===== src/rtl/uart_cmd_pkg.sv =====
// Shared definitions for the UART command responder.
// Holds the frame constants, reply status codes, parser/responder state
// enums and the request checksum helper.
package uart_cmd_pkg;

    localparam logic [7:0] SOF_REQ      = 8'hA5;
    localparam logic [7:0] SOF_RSP      = 8'h5A;
    localparam logic [7:0] CMD_SET_NOTE = 8'h01;
    localparam logic [7:0] CMD_GET_NOTE = 8'h02;

    localparam logic [7:0] ST_OK  = 8'h00;
    localparam logic [7:0] ST_CHK = 8'hE0;
    localparam logic [7:0] ST_CMD = 8'hE1;

    typedef enum logic [1:0] {
        P_IDLE,
        P_CMD,
        P_DATA,
        P_CHK
    } parser_state_t;

    typedef enum logic [2:0] {
        R_IDLE,
        R_HDR,
        R_STAT,
        R_DATA,
        R_TAIL
    } resp_state_t;

    // Request checksum: CHK = CMD ^ DATA.
    function automatic logic [7:0] frame_chk(input logic [7:0] cmd, input logic [7:0] data);
        return cmd ^ data;
    endfunction

endpackage


===== src/rtl/uart_tx_pacer.sv =====
// Reply pacer: buffers a 3-byte reply (0x5A, status, data) and emits it as
// tx_data_valid pulses spaced exactly TX_GAP cycles apart, then holds busy
// for TX_GAP cycles after the last pulse.
// Ports:
//   clk, rst         clock, synchronous active-high reset
//   start            one-cycle request; accepted only in R_IDLE
//   status, data     reply payload captured on start
//   tx_data_valid    one-cycle transmit pulse
//   tx_data_out      byte to transmit, held until the next pulse
//   busy             high from the cycle after start until return to R_IDLE
//   state            current responder state (debug / checker visibility)
//
// Handshake: start is a fire-and-forget pulse. The header pulse appears on
// the cycle after start; the transmitter has no ready/busy so pacing is
// purely by counting cycles.
import uart_cmd_pkg::*;

module uart_tx_pacer #(
    parameter int TX_GAP = 120,
    parameter int CNT_W  = 9
) (
    input  logic        clk,
    input  logic        rst,
    input  logic        start,
    input  logic [7:0]  status,
    input  logic [7:0]  data,
    output logic        tx_data_valid,
    output logic [7:0]  tx_data_out,
    output logic        busy,
    output resp_state_t state
);

    localparam logic [CNT_W-1:0] GAP_LAST = CNT_W'(TX_GAP - 1);
    localparam logic [CNT_W-1:0] GAP_END  = CNT_W'(TX_GAP);
    localparam logic [CNT_W-1:0] CNT_MAX  = '1;

    // cnt is cleared on every pulse, so during the gap it reads the number of
    // cycles elapsed since the most recent pulse.
    logic [CNT_W-1:0] cnt;
    logic [7:0]       buf_stat;
    logic [7:0]       buf_data;

    always_ff @(posedge clk) begin
        if (rst) begin
            state         <= R_IDLE;
            cnt           <= '0;
            buf_stat      <= '0;
            buf_data      <= '0;
            tx_data_valid <= 1'b0;
            tx_data_out   <= '0;
            busy          <= 1'b0;
        end else begin
            tx_data_valid <= 1'b0;
            cnt           <= (cnt == CNT_MAX) ? cnt : cnt + 1'b1;
            case (state)
                R_IDLE: begin
                    cnt <= '0;
                    if (start) begin
                        buf_stat      <= status;
                        buf_data      <= data;
                        tx_data_valid <= 1'b1;
                        tx_data_out   <= SOF_RSP;
                        busy          <= 1'b1;
                        state         <= R_HDR;
                    end
                end
                R_HDR: begin
                    if (cnt == GAP_LAST) begin
                        tx_data_valid <= 1'b1;
                        tx_data_out   <= buf_stat;
                        cnt           <= '0;
                        state         <= R_STAT;
                    end
                end
                R_STAT: begin
                    if (cnt == GAP_LAST) begin
                        tx_data_valid <= 1'b1;
                        tx_data_out   <= buf_data;
                        cnt           <= '0;
                        state         <= R_DATA;
                    end
                end
                // R_DATA covers the cycle of the last pulse; the trailing
                // gap is then timed in R_TAIL until TX_GAP cycles have passed.
                R_DATA: begin
                    state <= R_TAIL;
                end
                R_TAIL: begin
                    if (cnt == GAP_END) begin
                        busy  <= 1'b0;
                        state <= R_IDLE;
                    end
                end
                default: begin
                    busy  <= 1'b0;
                    state <= R_IDLE;
                end
            endcase
        end
    end

endmodule


===== src/rtl/uart_cmd_responder.sv =====
// Command responder above the UART byte bus. Parses 4-byte request frames
// (0xA5, CMD, DATA, CHK with CHK = CMD ^ DATA), maintains the note register
// and returns a 3-byte reply (0x5A, status, data) through uart_tx_pacer.
// Ports:
//   clk, rst        clock, synchronous active-high reset
//   rx_data_valid   one-cycle pulse qualifying rx_data_in
//   rx_data_in      received byte
//   tx_data_valid   one-cycle transmit pulse
//   tx_data_out     byte to transmit
//   note_code       current note register
//   note_update     one-cycle pulse when note_code is set by command
//   frame_err       one-cycle pulse on inter-byte timeout or busy drop
//   busy            reply in progress, including the trailing gap
import uart_cmd_pkg::*;

module uart_cmd_responder #(
    parameter int BPS_PARA   = 10,
    parameter int TX_GAP     = 120,
    parameter int RX_TIMEOUT = 400
) (
    input  logic       clk,
    input  logic       rst,
    input  logic       rx_data_valid,
    input  logic [7:0] rx_data_in,
    output logic       tx_data_valid,
    output logic [7:0] tx_data_out,
    output logic [7:0] note_code,
    output logic       note_update,
    output logic       frame_err,
    output logic       busy
);

    localparam int CNT_W = $clog2((TX_GAP > RX_TIMEOUT) ? TX_GAP : RX_TIMEOUT);
    localparam logic [CNT_W-1:0] TO_LAST = CNT_W'(RX_TIMEOUT - 1);
    localparam logic [CNT_W-1:0] CNT_MAX = '1;

    // The pacer needs 10 bit times per byte plus margin between pulses.
    if (TX_GAP < 12 * BPS_PARA) begin : g_gap_check
        $error("TX_GAP too small for BPS_PARA");
    end

    parser_state_t    pstate;
    resp_state_t      resp_state;
    logic [7:0]       cmd_q;
    logic [7:0]       data_q;
    logic [CNT_W-1:0] to_cnt;

    logic       frame_done;
    logic       chk_ok;
    logic       accept;
    logic       set_note;
    logic [7:0] rsp_status;
    logic [7:0] rsp_data;

    // The CHK byte is evaluated on the cycle it arrives, against the
    // latched CMD/DATA. A frame is only accepted while the pacer is idle.
    assign frame_done = rx_data_valid && (pstate == P_CHK);
    assign chk_ok     = (frame_chk(cmd_q, data_q) == rx_data_in);
    assign accept     = frame_done && (resp_state == R_IDLE);

    always_comb begin
        rsp_status = ST_OK;
        rsp_data   = '0;
        set_note   = 1'b0;
        if (!chk_ok) begin
            rsp_status = ST_CHK;
        end else begin
            case (cmd_q)
                CMD_SET_NOTE: begin
                    rsp_data = data_q;
                    set_note = 1'b1;
                end
                CMD_GET_NOTE: rsp_data = note_code;
                default: begin
                    rsp_status = ST_CMD;
                    rsp_data   = cmd_q;
                end
            endcase
        end
    end

    always_ff @(posedge clk) begin
        if (rst) begin
            pstate      <= P_IDLE;
            cmd_q       <= '0;
            data_q      <= '0;
            to_cnt      <= '0;
            note_code   <= '0;
            note_update <= 1'b0;
            frame_err   <= 1'b0;
        end else begin
            note_update <= 1'b0;
            frame_err   <= 1'b0;
            if (rx_data_valid) begin
                to_cnt <= '0;
                case (pstate)
                    P_IDLE: if (rx_data_in == SOF_REQ) pstate <= P_CMD;
                    P_CMD: begin
                        cmd_q  <= rx_data_in;
                        pstate <= P_DATA;
                    end
                    P_DATA: begin
                        data_q <= rx_data_in;
                        pstate <= P_CHK;
                    end
                    P_CHK: begin
                        pstate <= P_IDLE;
                        if (!accept) begin
                            frame_err <= 1'b1;
                        end else if (set_note) begin
                            // Lands on the same cycle as the 0x5A header pulse.
                            note_code   <= data_q;
                            note_update <= 1'b1;
                        end
                    end
                    default: pstate <= P_IDLE;
                endcase
            end else if (pstate == P_IDLE) begin
                to_cnt <= '0;
            end else if (to_cnt == TO_LAST) begin
                to_cnt    <= '0;
                pstate    <= P_IDLE;
                frame_err <= 1'b1;
            end else begin
                to_cnt <= (to_cnt == CNT_MAX) ? to_cnt : to_cnt + 1'b1;
            end
        end
    end

    uart_tx_pacer #(
        .TX_GAP (TX_GAP),
        .CNT_W  (CNT_W)
    ) u_pacer (
        .clk           (clk),
        .rst           (rst),
        .start         (accept),
        .status        (rsp_status),
        .data          (rsp_data),
        .tx_data_valid (tx_data_valid),
        .tx_data_out   (tx_data_out),
        .busy          (busy),
        .state         (resp_state)
    );

endmodule


===== config.mk =====
export PLATFORM = sky130hd
export DESIGN_NAME = uart_cmd_responder
export DESIGN_NICKNAME = d
export VERILOG_FILES = /design/src/rtl/uart_cmd_pkg.sv /design/src/rtl/uart_tx_pacer.sv /design/src/rtl/uart_cmd_responder.sv
export SDC_FILE = /design/constraint.sdc
export NUM_CORES = 1
export LEC_CHECK = 0
export ABC_CLOCK_PERIOD_IN_PS = 2700
export CORE_UTILIZATION = 45
export CTS_BUF_LIST = sky130_fd_sc_hd__clkbuf_2 sky130_fd_sc_hd__clkbuf_4 sky130_fd_sc_hd__clkbuf_8
export DETAILED_ROUTE_END_ITERATION = 12
export GPL_ROUTABILITY_DRIVEN = 0
export PLACE_DENSITY = 0.6
export SETUP_SLACK_MARGIN = 0.15
export SLEW_MARGIN = 0
export SYNTH_ARGS = -nofsm -noshare
export SYNTH_HDL_FRONTEND = slang
export SYNTH_HIERARCHICAL = 1
export SYNTH_SLANG_ARGS = --single-unit

===== constraint.sdc =====
create_clock -name clk -period 2.7 [get_ports clk]
set_input_delay 0.405 -clock clk [delete_from_list [all_inputs] [get_ports clk]]
set_output_delay 0.405 -clock clk [all_outputs]
set_load 0.01 [all_outputs]

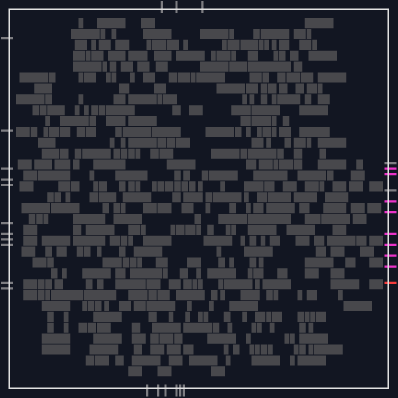
Run 1: I/O pins on the die edge
Scale: 4 px per um. Pins as bars across the die edge, other pins in grey.
port	colour	pins	direction	edge
tx_data_valid	red	1	output	east
tx_data_out	magenta	8	output	east
all pins by edge	11 east, 11 west, 6 south, 3 north

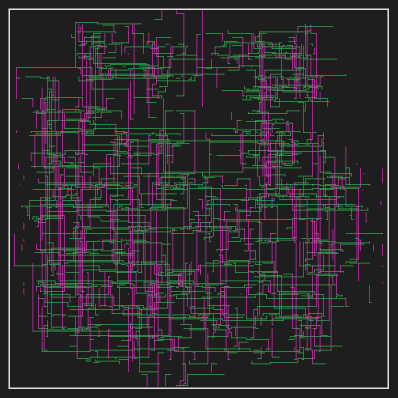
Run 1: metal layers overlaid
Scale: 4 px per um. Only two layers are drawn.
layer	colour	wire length
metal 2	magenta	3700 um
metal 1	green	3990 um

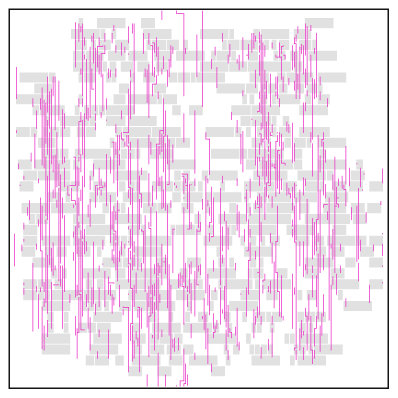
Run 1: met2 routing
Scale: 4 px per um. Cells faint in the background.
wire length on this layer	3700 um
main direction	vertical
share of all routed wire	46%

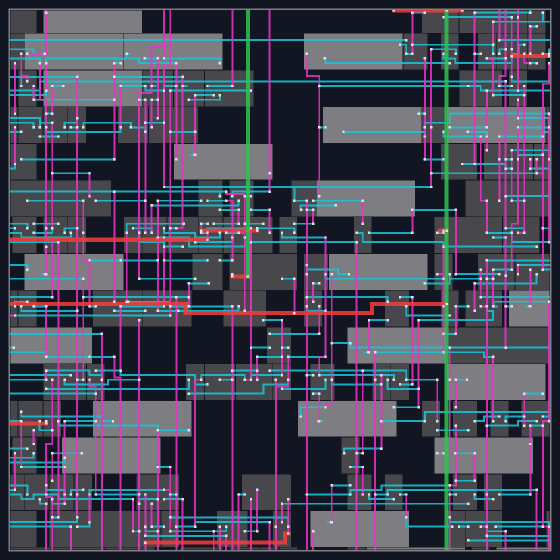
Run 1: a small window of the routed layout
Region (27, 27) to (67, 67) um. Cells in grey, sequential cells in the stronger grey; small squares are vias.
layer	colour
metal 4	green
metal 2	magenta
metal 1	cyan
metal 3	red
netlist names of flops here include	data_q (4), u_pacer/buf_stat (4), u_pacer/buf_data (3)
most frequent	nand2_1 (23), dfxtp_1 (19), a21oi_1 (15)
sequential cells in the window	19
cells with their middle in the window	109

==> results.env, run 1 <==
RUN_STATUS='finished, final reports clean'
POWER_REPORT.INTERNAL_TOTAL_mW=1.66
SYNTH.MUX.AREA_FRACTION_PCT=3.13
SLACK_OF_THE_WORST_REG_TO_REG_PATH_PS=420
ROUTE.ANTENNA.REMAINING_NETS=0
N_ANTENNA_CELL=0
BUSIEST_LAYER='met2'
TOP_SIGNAL_LAYER_USED='met4'
LAYOUT.CELLS.MOST_COMMON='sky130_fd_sc_hd__dfxtp_1'
REPORTED_NET_SWITCHING_POWER_mW=0.481
NETLIST_TOP_CELLS_COUNT='sky130_fd_sc_hd__dfxtp_1, sky130_fd_sc_hd__nand2_1, sky130_fd_sc_hd__a21oi_1'
PG_SEQ_mW=1.11
DIE_H_UM=94.4
REG_TO_REG_ENDPOINT='u_pacer/tx_data_out[6]'
IO_BUFFER_COUNT=30
MAXCAPVIOLCOUNT=0
TIMING.SETUP.TNS_PS=0
YOSYS-DOMINANT-COMB-FAMILY='simple AND/OR/NAND/NOR gates'
ROUTE.LAYER.MET1.WL_UM=3990
DIE_AREA_UM2=8910
DETAILEDROUTE.FIRSTITERATIONVIOLATIONS=102
POWERCOMB_mW=0.0689
REQUIRED_PS=2940
DETAILROUTE.WIRELENGTH.MET3_UM=222
FINAL_LAYOUT_SIZE_SUFFIX_GT1_SHARE_PCT=9.27
TOP_CELLS_BY_AREA='sky130_fd_sc_hd__dfxtp_1, sky130_fd_sc_hd__nand2_1, sky130_fd_sc_hd__a21oi_1'
COUNT_OF_MAPPED_CELLS_OUT_OF_SYNTHESIS=428
WORST_HOLD_PATH.NUM_CELLS=2
CLOCK-ROOT-BUFFER='sky130_fd_sc_hd__clkbuf_8'
PLACEABLECOREAREA_UM2=8260
GRT_START_MAX_NET_PINS=44
INITCOREUTIL_PCT=46.5
SWITCHING_SHARE_PCT=22.5
SYN-CELL-AREA_UM2=3840
ROW_COUNT=33
POST-CTS-SETUP-BUFFERS=0
GR-USAGE-MET2_PCT=30.0
CTS_TREE='done'
ROUTED-VIA-COUNT=2985
DRT_PASS1_ITERATIONS=4
MAX-SLEW-MARGIN-REL_PCT=46.2
SYNTH-CELLS-YOSYS=428
POSTSYNTHREGISTERBITS=75
REPORT.FINAL.SLEW_VIOL_COUNT=0
POST-ROUTE-MIN-PERIOD_PS=2280
NUMBER_OF_GLOBAL_ROUTE_VIAS_BEFORE_REPAIR=2700
TIGHTESTPINTRANSITION_PS=807
TIMING.CRITICAL_PATH.MAX_DELAY_FAMILY='simple AND/OR/NAND/NOR gates'
DRC_ERRORS=0
SYNTH-ASYNC-RESET-RATIO_PCT=0
[run 1: worst reg2reg max path: stages, from the launching register on]
cell	delay (ps)
sky130_fd_sc_hd__dfxtp_1	430
sky130_fd_sc_hd__nor3_1	360
sky130_fd_sc_hd__and3_1	340
sky130_fd_sc_hd__nor4b_4	540
sky130_fd_sc_hd__nor2_4	160
sky130_fd_sc_hd__o311a_1	350
[run 1: metrics by stage]
step / instance area, um2 / utilization (%)
CTS: 4350 / 52.7
floorplan: 3850 / -
global placement: 4120 / 49.9
detailed placement: 4120 / 49.9
global route: 4350 / 52.7
finish: 4350 / 52.7
[run 1: final cells by class]
cell class	count	share of cell area, %
tap	105	3.02
clock inverter	7	2.30
sequential	75	34.5
inverter	13	1.12
timing repair buffer	35	7.65
multi-input combinational	314	48.5
clock buffer	9	2.85
==> inputs of run 2 (changes only) <==
--- a/config.mk
+++ b/config.mk
@@ -5,7 +5,7 @@
 export SDC_FILE = /design/constraint.sdc
 export NUM_CORES = 1
 export LEC_CHECK = 0
-export ABC_CLOCK_PERIOD_IN_PS = 2700
+export ABC_CLOCK_PERIOD_IN_PS = 2120
 export CORE_UTILIZATION = 45
 export CTS_BUF_LIST = sky130_fd_sc_hd__clkbuf_2 sky130_fd_sc_hd__clkbuf_4 sky130_fd_sc_hd__clkbuf_8
 export DETAILED_ROUTE_END_ITERATION = 12
==> constraint.sdc (replaced) <==
create_clock -name clk -period 2.12 [get_ports clk]
set_input_delay 0.318 -clock clk [delete_from_list [all_inputs] [get_ports clk]]
set_output_delay 0.318 -clock clk [all_outputs]
set_load 0.01 [all_outputs]
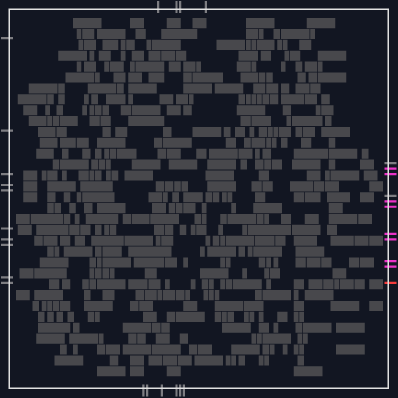
Run 2: I/O pins on the die edge
Scale: 4 px per um. Pins as bars across the die edge, other pins in grey.
number of buffer cells added on primary ports: 30
Die Wd: 94.4 um
die height: 94.4 um

==> run 2 against run 1 <==
Compared with the run above:
- register-to-register slack got worse by 200 ps
- sequential share of layout area fell by 1.4 points
- critical path depth rose by 2
- fmax rose by 20%
- synthesized area did not move
- via count rose by 2.6%
- wire length fell by 0.34%
- clock skew fell by 2.7 ps
- setup slack got worse by 200 ps
- total power rose by 26%
==> results.env, run 2 <==
RUN_STATUS='finished, final reports clean'  # unchanged
SLACK_OF_THE_WORST_REG_TO_REG_PATH_PS=220  # was 420 ps
PG_SEQ_mW=1.41  # was 1.11 mW
POST-ROUTE-MIN-PERIOD_PS=1900  # was 2280 ps
POWER_REPORT.INTERNAL_TOTAL_mW=2.12  # was 1.66 mW
REPORT.FINAL.SLEW_VIOL_COUNT=0  # unchanged
DETAILED_PLACE.AREA_UM2=4270  # was 4120 um2
MAXCAPVIOLCOUNT=0  # unchanged
SYNTH-CELLS-YOSYS=428  # unchanged
BUSIEST_LAYER='met2'  # unchanged
SYNTH.MUX.AREA_FRACTION_PCT=3.13  # unchanged
GRT_START_MAX_NET_PINS=36  # was 44
SYNTH-ASYNC-RESET-RATIO_PCT=0  # unchanged
ROW_COUNT=33  # unchanged
DIE_AREA_UM2=8910  # unchanged
SWITCHING_SHARE_PCT=21.8  # was 22.5%
ROUTE.ANTENNA.REMAINING_NETS=0  # unchanged
REPORTED_NET_SWITCHING_POWER_mW=0.591  # was 0.481 mW
PLACEABLECOREAREA_UM2=8260  # unchanged
FINAL_UTIL_PCT=54.9  # was 52.7%
POSTLAYOUTCELLAREA_UM2=4530  # was 4350 um2
INITCOREUTIL_PCT=46.5  # unchanged
SYN-CELL-AREA_UM2=3840  # unchanged
N_ANTENNA_CELL=0  # unchanged
DETAILROUTE.WIRELENGTH.MET3_UM=197  # was 222 um
TIMING.CRITICAL_PATH.MAX_DELAY_FAMILY='simple AND/OR/NAND/NOR gates'  # unchanged
COUNT_OF_MAPPED_CELLS_OUT_OF_SYNTHESIS=428  # unchanged
DRT_PASS1_ITERATIONS=5  # was 4
MAX-SLEW-MARGIN-REL_PCT=59.5  # was 46.2%
POSTSYNTHREGISTERBITS=75  # unchanged
TIGHTESTPINTRANSITION_PS=607  # was 807 ps
REG_TO_REG_ENDPOINT='u_pacer/tx_data_out[3]'  # was u_pacer/tx_data_out[6]
DETAILEDROUTE.FIRSTITERATIONVIOLATIONS=110  # was 102
TIMING.SETUP.TNS_PS=0  # unchanged
ROUTED-VIA-COUNT=3063  # was 2985
DRC_ERRORS=0  # unchanged
FINAL_LAYOUT_SIZE_SUFFIX_GT1_SHARE_PCT=14.4  # was 9.27%
NUMBER_OF_GLOBAL_ROUTE_VIAS_BEFORE_REPAIR=2837  # was 2700
YOSYS-DOMINANT-COMB-FAMILY='simple AND/OR/NAND/NOR gates'  # unchanged
ROUTE.LAYER.MET1.WL_UM=3990  # about the same
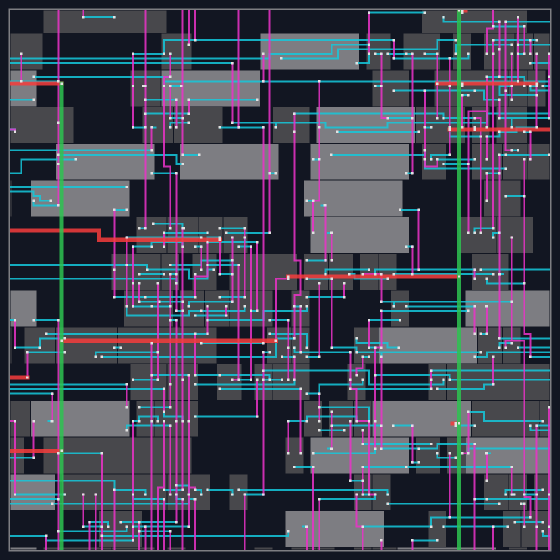
Run 2: a small window of the routed layout
Region (27, 27) to (67, 67) um. Cells in grey, sequential cells in the stronger grey; small squares are vias.

-- run 2: cell types whose count changed in the layout (fill, tap and decap cells not counted), moves of 2 or more --
cell / before / now
sky130_fd_sc_hd__buf_4: 5 / 23
sky130_fd_sc_hd__clkinv_2: 0 / 3
sky130_fd_sc_hd__clkinvlp_4: 3 / 0
sky130_fd_sc_hd__and4_1: 2 / 0
sky130_fd_sc_hd__and4_4: 0 / 2
sky130_fd_sc_hd__ha_1: 9 / 7
sky130_fd_sc_hd__ha_4: 0 / 2
-- run 2: layout make-up --
type                            count  area (um2)  area share [%]
Inverter                           13        48.8            1.08
Tap cell                          105         131            2.90
Clock inverter                      7        92.6            2.04
Timing Repair Buffer               54         488            10.8
Clock buffer                        9         124            2.73
Multi-Input combinational cell    314        2150            47.4
Sequential cell                    75        1500            33.1
Power figures rest on the tool's default switching activity, not on a simulated workload.
